--- src/rtl/lp_fb_arbiter.sv ---
// ----------------------------------------------------------------------------
// lp_fb_arbiter
//
// Purpose:
//   Arbitrates the single-port, double-banked pixel frame memory of a 64x64
//   LED panel between the scan datapath (front bank, hard real-time reads) and
//   a host pixel writer (back bank, valid/ready). A host bank-swap request is
//   held until the scan reports end of frame, so a frame is never shown torn.
//
// Ports:
//   clk, rst          system clock, synchronous active-high reset
//   scan_rd_req       scan wants entry scan_addr this cycle (never stalled)
//   scan_addr         scan read address within the front bank
//   scan_frame_end    1-cycle pulse at the end of the last bit-plane of a frame
//   scan_rdata        read data, passthrough of mem_rdata
//   scan_rvalid       scan_rdata valid, one cycle after a granted read
//   host_wr_valid     host write request
//   host_wr_ready     host write accepted when valid & ready at clk edge
//   host_wr_addr      host write address within the back bank
//   host_wr_data      host write data
//   host_swap_req     1-cycle pulse: back bank complete, request swap
//   swap_pending      swap requested, waiting for scan_frame_end
//   swap_done         1-cycle pulse, the cycle after front_bank changes
//   front_bank        bank currently being scanned
//   host_starved      sticky: host blocked by scan STARVE_MAX cycles in a row
//   mem_addr          {bank, addr} to frame memory
//   mem_we            frame memory write enable
//   mem_wdata         frame memory write data
//   mem_rdata         frame memory read data (1-cycle latency)
// ----------------------------------------------------------------------------
module lp_fb_arbiter #(
    parameter int ADDR_W     = 11,
    parameter int DATA_W     = 24,
    parameter int STARVE_MAX = 255
) (
    input  logic              clk,
    input  logic              rst,
    input  logic              scan_rd_req,
    input  logic [ADDR_W-1:0] scan_addr,
    input  logic              scan_frame_end,
    output logic [DATA_W-1:0] scan_rdata,
    output logic              scan_rvalid,
    input  logic              host_wr_valid,
    output logic              host_wr_ready,
    input  logic [ADDR_W-1:0] host_wr_addr,
    input  logic [DATA_W-1:0] host_wr_data,
    input  logic              host_swap_req,
    output logic              swap_pending,
    output logic              swap_done,
    output logic              front_bank,
    output logic              host_starved,
    output logic [ADDR_W:0]   mem_addr,
    output logic              mem_we,
    output logic [DATA_W-1:0] mem_wdata,
    input  logic [DATA_W-1:0] mem_rdata
);

    typedef enum logic {
        S_IDLE    = 1'b0,
        S_PENDING = 1'b1
    } swap_state_e;

    localparam logic [7:0] STARVE_LIM = 8'(STARVE_MAX);

    swap_state_e state_q;
    logic        front_bank_q;
    logic        toggled_q;     // front bank changed at the previous edge
    logic        swap_done_q;
    logic        scan_rvalid_q;
    logic [7:0]  starve_cnt_q, starve_cnt_d;
    logic        starved_q, starved_d;
    logic        wr_accept;

    assign swap_pending = (state_q == S_PENDING);
    assign front_bank   = front_bank_q;
    assign swap_done    = swap_done_q;
    assign scan_rvalid  = scan_rvalid_q;
    assign host_starved = starved_q;
    assign scan_rdata   = mem_rdata;

    // ------------------------------------------------------------------
    // Memory port grant: scan always wins; host writes only to the back
    // bank and only while no swap is waiting (back bank must stay frozen
    // until it has been displayed).
    // ------------------------------------------------------------------
    always_comb begin
        mem_addr      = '0;
        mem_we        = 1'b0;
        mem_wdata     = '0;
        host_wr_ready = 1'b0;
        if (scan_rd_req) begin
            mem_addr = {front_bank_q, scan_addr};
        end else if (!rst) begin
            if (host_wr_valid && !swap_pending) begin
                mem_addr      = {~front_bank_q, host_wr_addr};
                mem_we        = 1'b1;
                mem_wdata     = host_wr_data;
                host_wr_ready = 1'b1;
            end else begin
                host_wr_ready = !swap_pending;
            end
        end
    end

    assign wr_accept = host_wr_valid && host_wr_ready;

    // ------------------------------------------------------------------
    // Swap FSM. The toggle lands on the scan_frame_end edge, so a read in
    // that same cycle still addresses the old front bank.
    // ------------------------------------------------------------------
    always_ff @(posedge clk) begin
        if (rst) begin
            state_q      <= S_IDLE;
            front_bank_q <= 1'b0;
            toggled_q    <= 1'b0;
            swap_done_q  <= 1'b0;
        end else begin
            toggled_q   <= 1'b0;
            swap_done_q <= toggled_q;
            case (state_q)
                S_IDLE: begin
                    if (host_swap_req) begin
                        if (scan_frame_end) begin
                            front_bank_q <= ~front_bank_q;
                            toggled_q    <= 1'b1;
                        end else begin
                            state_q <= S_PENDING;
                        end
                    end
                end
                S_PENDING: begin
                    if (scan_frame_end) begin
                        state_q      <= S_IDLE;
                        front_bank_q <= ~front_bank_q;
                        toggled_q    <= 1'b1;
                    end
                end
                default: state_q <= S_IDLE;
            endcase
        end
    end

    // ------------------------------------------------------------------
    // Starvation watch: only blocking by scan counts. Blocking by a
    // pending swap neither counts nor clears the streak.
    // ------------------------------------------------------------------
    always_comb begin
        starve_cnt_d = starve_cnt_q;
        if (!host_wr_valid || wr_accept) begin
            starve_cnt_d = '0;
        end else if (scan_rd_req && (starve_cnt_q != 8'hFF)) begin
            starve_cnt_d = starve_cnt_q + 8'd1;
        end
        starved_d = starved_q || (starve_cnt_d >= STARVE_LIM);
    end

    always_ff @(posedge clk) begin
        if (rst) begin
            starve_cnt_q  <= '0;
            starved_q     <= 1'b0;
            scan_rvalid_q <= 1'b0;
        end else begin
            starve_cnt_q  <= starve_cnt_d;
            starved_q     <= starved_d;
            scan_rvalid_q <= scan_rd_req;
        end
    end

endmodule

--- config.mk ---
export PLATFORM = sky130hd
export DESIGN_NAME = lp_fb_arbiter
export DESIGN_NICKNAME = d
export VERILOG_FILES = /design/src/rtl/lp_fb_arbiter.sv
export SDC_FILE = /design/constraint.sdc
export NUM_CORES = 1
export LEC_CHECK = 0
export CAP_MARGIN = 20
export CORE_ASPECT_RATIO = 1.25
export CORE_MARGIN = 2
export CORE_UTILIZATION = 27
export CTS_CLUSTER_SIZE = 24
export DETAILED_ROUTE_END_ITERATION = 10
export PLACE_DENSITY = 0.82
export SLEW_MARGIN = 30
export SYNTH_ARGS = -nofsm -noshare
export SYNTH_HDL_FRONTEND = slang
export SYNTH_SLANG_ARGS = --single-unit
--- constraint.sdc ---
create_clock -name clk -period 2.25 [get_ports clk]
set_clock_uncertainty 0.15 [all_clocks]
set_input_delay 0.45 -clock clk [delete_from_list [all_inputs] [get_ports clk]]
set_output_delay 0.45 -clock clk [all_outputs]
set_load 0.05 [all_outputs]
**The metal 2 layer**

Drawn at 6 px/um.
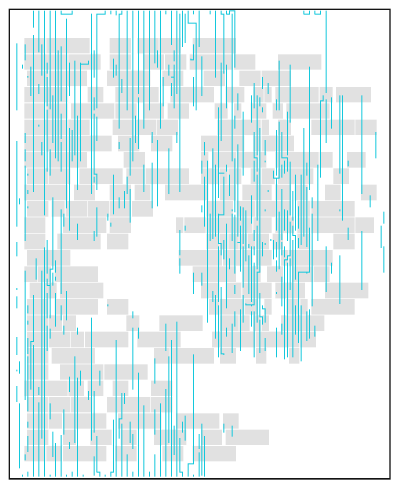
wire length on this layer: 2390 um
longest straight run: 38.1 um
nets with wire on the layer: 266

**Placement view**

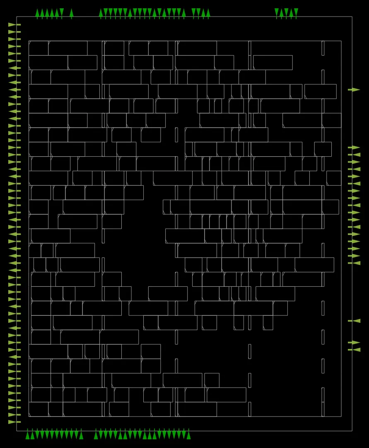
fin cells: 274
Seq cells: 14

**Power grid**

Drawn at 6 px/um. Pins as bars on the die edge.
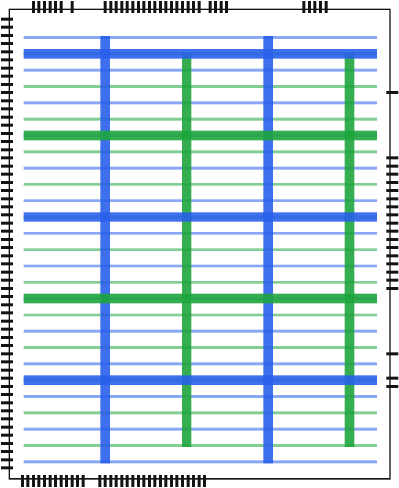
legend:
  blue:
    net: VSS
  green:
    net: VDD
rows: 26
signal pins: 143
met1 rails: 27
met4 straps: 4

==> metrics.yaml <==
final_layout:
  clock_area_share_pct: 2.17
  design_area_um2: 2540
  fin_nets: 296
  seq_share_pct: 11.0
  nFillCells: 376
  layout-drive-gt1-share_pct: 38.5
  lay_top_count: "clkdlybuf4s50_1"
place:
  place_inst: 270
  placed_area_um2: 2460
grt:
  top_usage_layer: "met2"
  grt_use_met1_pct: 20.2
  antenna_found_initial: 0
yosys:
  synthAoiAreaFrac_pct: 18.2
  ys_sh_xor_pct: 3.59
  ys_seq_share_pct: 23.7
  edf_count: 0
  yosysCellCount: 142
min_path:
  min_path_type: "register to register"
detailed_routing:
  wl_met2_um: 2390
  num_vias: 1367
die:
  die-height_um: 78.0
status:
  status: "complete, no violations"
flow_run:
  warnings: 28
**Cell sizes after repair**

Drawn at 4 px/um.
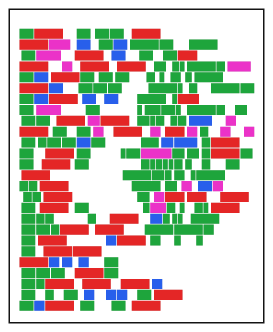
legend:
  blue:
    size: x2
    cells: 23
    share: 11%
  magenta:
    size: x3 and x4
    cells: 17
    share: 7.8%
  green:
    size: x1 and smaller
    cells: 134
    share: 61%
  red:
    size: x6 and larger
    cells: 44
    share: 20%

**Signal metal coverage by tile**

Drawn at 4 px/um. 13 x 16 tiles, from dark purple (low) to yellow (high), scaled to the fullest tile. Values are wire area over tile area, all layers added.
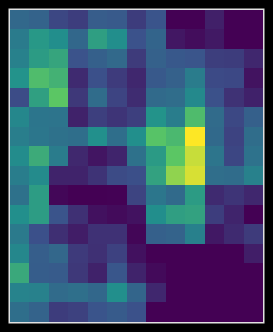
mean over tiles: 0.16
tiles over half the peak: 13%
nearly empty tiles: 16%

==> report_power, final <==
part	internal (uW)	switching, uW
registers	254	6.42
clock network	155	91.0
logic	230	199
total	639	296
==> what timing repair did <==
item,CTS,global route
gates resized,7,1
setup endpoints to repair,38,27
setup buffers,0,0
hold buffers,0,0
pin swaps,1,0
==> worst reg2reg max path, cell delays in order (launching register included) <==
cell and delay [ns]:
dfxtp_1 0.45, ha_1 0.27, nand4_1 0.16, o21ai_2 0.18, mux2_1 0.36, o41ai_2 0.32
==> sequential cells by signal (all words and copies together) (netlist names) <==
signal,flops
starve_cnt_q,8
front_bank,1
host_starved,1
scan_rvalid,1
swap_done,1
swap_pending,1
toggled_q,1
